--- src/rtl/record_serializer_if.sv ---
// Handshake/bus bundle for record_serializer: record push side and word stream side.
// The overflow flag exists only when RECORD_SERIALIZER_OVERFLOW_EN is defined.
interface record_serializer_if #(
    parameter int unsigned WordSize    = 8,
    parameter int unsigned RecordWords = 16,
    parameter int unsigned Depth       = 4
);
    localparam int unsigned RecW = WordSize * RecordWords;
    localparam int unsigned SzW  = $clog2(Depth) + 1;

    logic                write_en;
    logic [RecW-1:0]     data_in;
    logic                out_ready;
    logic                out_valid;
    logic [WordSize-1:0] data_out;
    logic                full;
    logic                empty;
    logic                busy;
    logic [SzW-1:0]      size;
`ifdef RECORD_SERIALIZER_OVERFLOW_EN
    logic                overflow;

    modport master (
        output write_en, data_in, out_ready,
        input  out_valid, data_out, full, empty, busy, size, overflow
    );
    modport slave (
        input  write_en, data_in, out_ready,
        output out_valid, data_out, full, empty, busy, size, overflow
    );
`else
    modport master (
        output write_en, data_in, out_ready,
        input  out_valid, data_out, full, empty, busy, size
    );
    modport slave (
        input  write_en, data_in, out_ready,
        output out_valid, data_out, full, empty, busy, size
    );
`endif
endinterface

--- src/rtl/record_serializer.sv ---
// Record queue feeding a shift stage that emits each record word 0 first over a valid/ready stream.
// Optional sticky overflow flag enabled by defining RECORD_SERIALIZER_OVERFLOW_EN.
module record_serializer #(
    parameter int unsigned WordSize    = 8,
    parameter int unsigned RecordWords = 16,
    parameter int unsigned Depth       = 4
) (
    input  logic               clk,
    input  logic               rst,
    record_serializer_if.slave bus
);
    localparam int unsigned RecW  = WordSize * RecordWords;
    localparam int unsigned PtrW  = $clog2(Depth) + 1;
    localparam int unsigned QIdxW = (Depth > 1) ? $clog2(Depth) : 1;
    localparam int unsigned IdxW  = (RecordWords > 1) ? $clog2(RecordWords) : 1;

    typedef enum logic {IDLE, SEND} state_t;

    state_t              state;
    logic [PtrW-1:0]     wr_ptr;
    logic [PtrW-1:0]     rd_ptr;
    logic [IdxW-1:0]     idx;
    logic [RecW-1:0]     shift_reg;
    logic [WordSize-1:0] data_out_q;
    logic [RecW-1:0]     mem [Depth];

    logic [PtrW-1:0]     size_w;
    logic                full_w;
    logic                push;
    logic                xfer;
    logic                last;
    logic                load;
    logic [IdxW-1:0]     idx_nxt;
    logic [RecW-1:0]     rd_rec;

    assign size_w  = wr_ptr - rd_ptr;
    assign full_w  = (size_w == PtrW'(Depth));
    assign push    = bus.write_en && !full_w;
    assign xfer    = (state == SEND) && bus.out_ready;
    assign last    = (idx == IdxW'(RecordWords - 1));
    assign idx_nxt = idx + IdxW'(1);
    assign rd_rec  = mem[rd_ptr[QIdxW-1:0]];
    // Load from idle, or chain the next record on the last-word transfer with no bubble.
    assign load    = (size_w != '0) && ((state == IDLE) || (xfer && last));

    assign bus.size      = size_w;
    assign bus.full      = full_w;
    assign bus.empty     = (size_w == '0) && (state != SEND);
    assign bus.busy      = (state == SEND);
    assign bus.out_valid = (state == SEND);
    assign bus.data_out  = data_out_q;

    // Record storage; contents are don't-care until written, so no reset.
    always_ff @(posedge clk) begin
        if (push) begin
            mem[wr_ptr[QIdxW-1:0]] <= bus.data_in;
        end
    end

    always_ff @(posedge clk or posedge rst) begin
        if (rst) begin
            state      <= IDLE;
            wr_ptr     <= '0;
            rd_ptr     <= '0;
            idx        <= '0;
            shift_reg  <= '0;
            data_out_q <= '0;
        end else begin
            if (push) begin
                wr_ptr <= wr_ptr + PtrW'(1);
            end
            if (load) begin
                rd_ptr     <= rd_ptr + PtrW'(1);
                shift_reg  <= rd_rec;
                idx        <= '0;
                data_out_q <= rd_rec[WordSize-1:0];
                state      <= SEND;
            end else if (xfer) begin
                if (last) begin
                    state <= IDLE;
                end else begin
                    idx        <= idx_nxt;
                    data_out_q <= shift_reg[WordSize*int'(idx_nxt) +: WordSize];
                end
            end
        end
    end

`ifdef RECORD_SERIALIZER_OVERFLOW_EN
    logic overflow_q;

    // Sticky: any write attempt while full is remembered until reset.
    always_ff @(posedge clk or posedge rst) begin
        if (rst) begin
            overflow_q <= 1'b0;
        end else if (bus.write_en && full_w) begin
            overflow_q <= 1'b1;
        end
    end

    assign bus.overflow = overflow_q;
`endif
endmodule

--- src/flat_wrapper.sv ---
// flat-port wrapper written by rule: the top's interface ports become plain ports
module record_serializer_flat 
#(
    parameter int unsigned WordSize    = 8,
    parameter int unsigned RecordWords = 16,
    parameter int unsigned Depth       = 4
)
  (clk, rst, bus_write_en, bus_data_in, bus_out_ready, bus_out_valid, bus_data_out, bus_full, bus_empty, bus_busy, bus_size);
  record_serializer_if #(.WordSize(WordSize), .RecordWords(RecordWords), .Depth(Depth)) bus_i ();
  input  logic clk;
  input  logic rst;
  input wire logic [$bits(bus_i.write_en)-1:0] bus_write_en;
  input wire logic [$bits(bus_i.data_in)-1:0] bus_data_in;
  input wire logic [$bits(bus_i.out_ready)-1:0] bus_out_ready;
  output wire logic [$bits(bus_i.out_valid)-1:0] bus_out_valid;
  output wire logic [$bits(bus_i.data_out)-1:0] bus_data_out;
  output wire logic [$bits(bus_i.full)-1:0] bus_full;
  output wire logic [$bits(bus_i.empty)-1:0] bus_empty;
  output wire logic [$bits(bus_i.busy)-1:0] bus_busy;
  output wire logic [$bits(bus_i.size)-1:0] bus_size;
  assign bus_i.write_en = bus_write_en;
  assign bus_i.data_in = bus_data_in;
  assign bus_i.out_ready = bus_out_ready;
  assign bus_out_valid = bus_i.out_valid;
  assign bus_data_out = bus_i.data_out;
  assign bus_full = bus_i.full;
  assign bus_empty = bus_i.empty;
  assign bus_busy = bus_i.busy;
  assign bus_size = bus_i.size;
  record_serializer #(.WordSize(WordSize), .RecordWords(RecordWords), .Depth(Depth)) u_core (.clk(clk), .rst(rst), .bus(bus_i));
endmodule
--- config.mk ---
export PLATFORM = sky130hd
export DESIGN_NAME = record_serializer_flat
export DESIGN_NICKNAME = d
export VERILOG_FILES = /design/src/rtl/record_serializer_if.sv /design/src/rtl/record_serializer.sv /design/src/flat_wrapper.sv
export SDC_FILE = /design/constraint.sdc
export NUM_CORES = 1
export LEC_CHECK = 0
export ABC_AREA = 0
export CAP_MARGIN = 0
export CORE_MARGIN = 2
export CORE_UTILIZATION = 35
export DETAILED_ROUTE_END_ITERATION = 7
export GPL_TIMING_DRIVEN = 0
export PLACE_DENSITY = 0.5
export SYNTH_ARGS = -nofsm -noshare
export SYNTH_HDL_FRONTEND = slang
export SYNTH_SLANG_ARGS = --single-unit
--- constraint.sdc ---
create_clock -name clk -period 8.2 [get_ports clk]
set_clock_uncertainty 0.2 [all_clocks]
set_input_delay 2.46 -clock clk [delete_from_list [all_inputs] [get_ports clk]]
set_output_delay 2.46 -clock clk [all_outputs]
set_load 0.005 [all_outputs]
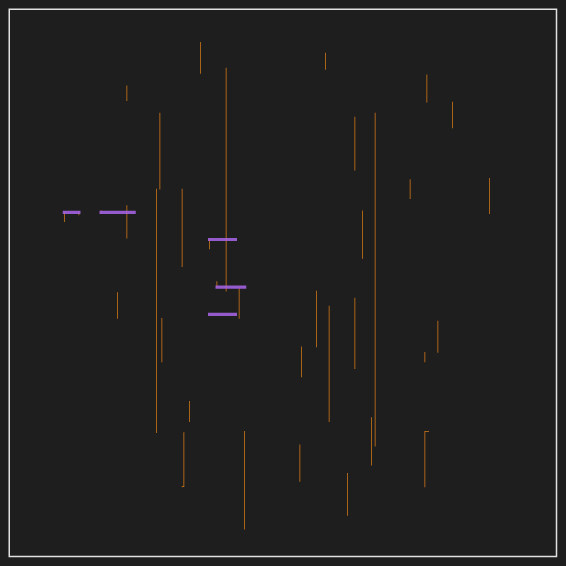
**Above:** routed metal, one color a layer.
(2 px per micron) Two of the layers only.
Key: purple = M5 [wire length 63.5 microns]; orange = M4 [wire length 1030 microns]

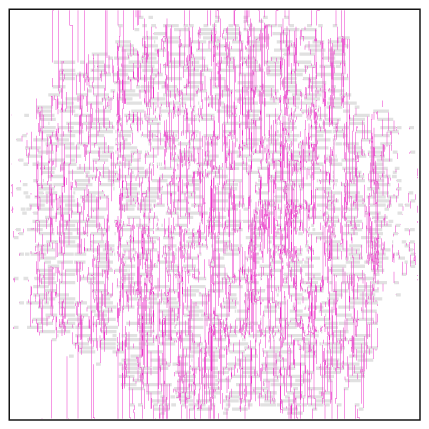
**Above:** metal 2.
(1.5 px per micron)
The wires run mostly vertical. The layer holds 48% of the routed length. The layer carries 27.5 mm of wire. 1549 nets have wire on it.
Total Wirelength: 57500 microns
GR Layer Usage met2: 0.250
DR vias: 12700

==> impl_metrics.py <==
# Metrics from the implementation run
metrics = {
    "status": {
        "status": "finished, final reports clean",
    },
    "clock_network": {
        "cts-resized-gates": 0,
        "cts_made_buffers": 72,
        "post_cts_buffers": 0,
        "clk_latency_ns": 0.61,
        "cts_sinks": 659,
        "cts_htree_levels": 3,
        "cts-root-buf": "clkbuf_16",
        "clockBufferDepth": 3,
        "cts_tree": "yes",
        "cts_hold_buf": 0,
    },
    "timing": {
        "drv_slew": 0,
        "finalSetupViolCount": 0,
        "slew_headroom": 0.469,
        "finalClockPeriodUsage": 0.671,
        "holdWs_ns": 0.272,
        "fmax_mhz": 182,
        "setup_tns_ns": 0,
        "rsz0062_at_grt": "no",
        "post-route-min-period_ns": 5.50,
        "final_critical_path_setup_slack_ns": 2.70,
        "hold_violations": 0,
        "worst_slew_pin_slew_ns": 0.792,
    },
    "layout": {
        "fin_nets": 1731,
        "final_util": 0.428,
        "final_cells": 2600,
        "nonClockBufferCount": 226,
        "clk_share": 0.0770,
        "seq_area_frac": 0.623,
        "layout.nonclk_buf_frac": 0.0694,
        "inverters": 6,
        "nFillCells": 6389,
        "largest_reg_flops": 512,
        "seq_area_sq_mm": 0.0191,
        "syn2layout_area_growth_pct": 20.9,
        "n_clock_buffer": 97,
        "drive_gt1_frac": 0.206,
        "flops": 659,
        "logic_area_sq_mm": 0.00583,
        "comb_area_share": 0.191,
        "final_design_area_no_fill_sq_mm": 0.0306,
        "n_antenna_cell": 0,
        "largest_cell_class": "flip-flops and latches",
        "comb_cells": 626,
    },
    "drt": {
        "drc_errors": 0,
        "drt_iter0_drc": 949,
        "drt_first_pass_iters": 5,
        "wire_per_inst_microns": 22.1,
        "avgViaCountPerCell": 4.87,
        "drtAntennaViolNets": 0,
    },
    "worst_setup_path": {
        "crit_end": "bus_full",
        "cp-end-kind": "primary output",
        "critPathTopFamily": "adder cells",
        "path_buffers": 1,
        "crit_arrival_ns": 2.84,
        "worstPathRequired_ns": 5.54,
        "max_stage_delay_ns": 0.51,
        "regToRegEndpoint": "u_core.mem[0][49]",
        "reg2regPathDepth": 9,
        "path_cells": "ha_1 > fa_1 > nand2_1 > and2b_1 > clkdlybuf4s50_1",
        "r2r_slack_ns": 4.68,
        "cp-startpoint": "u_core.rd_ptr[0]",
        "r2r_start": "u_core.wr_ptr[0]",
        "cp.depth": 5,
        "critPathKind": "register to primary output",
        "cpMaxStageDelayCell": "clkdlybuf4s50_1",
        "startpoint_type": "register",
    },
    "synth": {
        "aoi_share": 0.0111,
        "edf_count": 512,
        "syn_inst": 1361,
        "ys_area_sq_mm": 0.0253,
        "synthFlopType": "edfxtp_1",
        "postSynthSeqShare": 0.753,
        "muxShareOfSynthArea": 0.150,
        "syn_area_sq_mm": 0.0253,
        "ys_cells": 1361,
        "synthArstFlopShare": 0.223,
        "ys.flops": 659,
        "xor_area_frac": 0.00336,
        "top_cell_area_share": 0.608,
        "ys_top_cells_by_count": "512 x edfxtp_1, 369 x nand2_1, 159 x mux4_2, 147 x dfrtp_1, 34 x buf_2",
        "yosysUniqueCellTypes": 38,
        "adder_share": 0.00425,
        "synth.net_count": 1501,
        "syn_avg_cell_area_sq_um": 18.6,
        "top_cell": "edfxtp_1",
        "top_cells_by_area": "edfxtp_1 61%, dfrtp_1 15%, mux4_2 14%",
        "synthTopLogicFamily": "multiplexers",
        "synth_warnings": 0,
        "ys_sh_simple": 0.0617,
        "largest_area_cell": "edfxtp_1",
    },
    "floorplanning": {
        "row_count": 98,
        "fp.dieH_microns": 273,
        "dieArea_sq_mm": 0.0744,
        "fp_util": 0.354,
        "core-area_sq_mm": 0.0715,
        "io_pins": 147,
        "taps": 950,
        "die_x_microns": 273,
    },
    "place": {
        "hpwl_microns": 37700,
        "preCtsSetupSlack_ns": 3.31,
        "post-place-cells": 2467,
        "dpl_cell_area_sq_mm": 0.0282,
        "port_buffers": 146,
        "place.gp.congestion": 0.766,
    },
    "grt": {
        "grt-ovfl-total": 0,
        "grt_max_degree": 85,
        "antenna_found_initial": 5,
        "grt_pass1_wl_microns": 86100,
        "grt_pass1_vias": 13600,
        "grt_usage": 0.157,
    },
    "pwr": {
        "powerDensity_mw_per_mm2": 350,
        "vdd_drop_max_v": 0.000233,
        "power_mw": 10.7,
        "p_leak_nw": 11.1,
    },
    "worst_hold_path": {
        "worstHoldPathCells": 2,
        "min_path_type": "register to register",
        "hold_path_end": "u_core.shift_reg[115]",
        "hp-start": "u_core.shift_reg[115]",
    },
    "job": {
        "openroad.warnings": 29,
        "cap_violations": 0,
    },
}
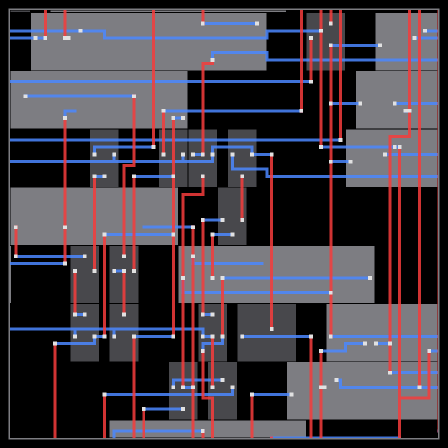
**Above:** zoomed window.
Region (195, 195) to (215, 215) microns. Cells in gray, sequential cells in the stronger gray; small squares are vias.
Key: red = M2; blue = M1
Netlist names of flops here include u_core.shift_reg (3), u_core.mem (2). Most frequent: nand2_1 (12), dfrtp_1 (3), edfxtp_1 (2). Sequential cells in the window: 5. 19 logic cells have their middle in the window.

[routing by layer]
layer / GRT usage / routed length [microns] / vias to the layer above
li1: - / - / 5660
met4: 0.0454 / 1030 / 10
met1: 0.217 / 25900 / 6633
met3: 0.0371 / 2950 / 82
met5: 0 / 63 / -
met2: 0.250 / 27500 / 266
[cells in the final DEF, fill, tap and decap left out, types with 3 or more instances in the layout]
| cell | Yosys | final |
|---|---|---|
| a21o_1 | 8 | 8 |
| and2_1 | 12 | 8 |
| and2_4 | 0 | 4 |
| buf_16 | 0 | 8 |
| buf_2 | 34 | 34 |
| buf_4 | 15 | 15 |
| buf_6 | 5 | 5 |
| bufinv_16 | 0 | 5 |
| clkbuf_1 | 15 | 30 |
| clkbuf_16 | 0 | 77 |
| clkbuf_8 | 0 | 5 |
| clkdlybuf4s50_1 | 0 | 146 |
| clkinv_1 | 0 | 15 |
| clkinv_2 | 0 | 11 |
| dfrtp_1 | 147 | 147 |
| edfxtp_1 | 512 | 512 |
| ha_1 | 7 | 7 |
| inv_1 | 6 | 5 |
| inv_6 | 0 | 4 |
| mux2i_1 | 18 | 18 |
| mux4_2 | 159 | 159 |
| nand2_1 | 369 | 369 |
| nand3_1 | 3 | 3 |
| nor3_1 | 9 | 9 |
| o21ai_1 | 8 | 8 |
| o32a_1 | 8 | 8 |
| xnor2_1 | 4 | 4 |
[where the power goes]
part | internal (mW) | switching [mW]
clock network | 1.91 | 1.28
logic | 1.28 | 1.54
registers | 4.44 | 0.225
total | 7.64 | 3.05
[worst min-delay path: cells and delay by family, from the launching register on]
kind	cells	cell delay, ns
flops	1	0.33
simple gates	2	0.11
Power figures rest on the tool's default switching activity, not on a simulated workload.
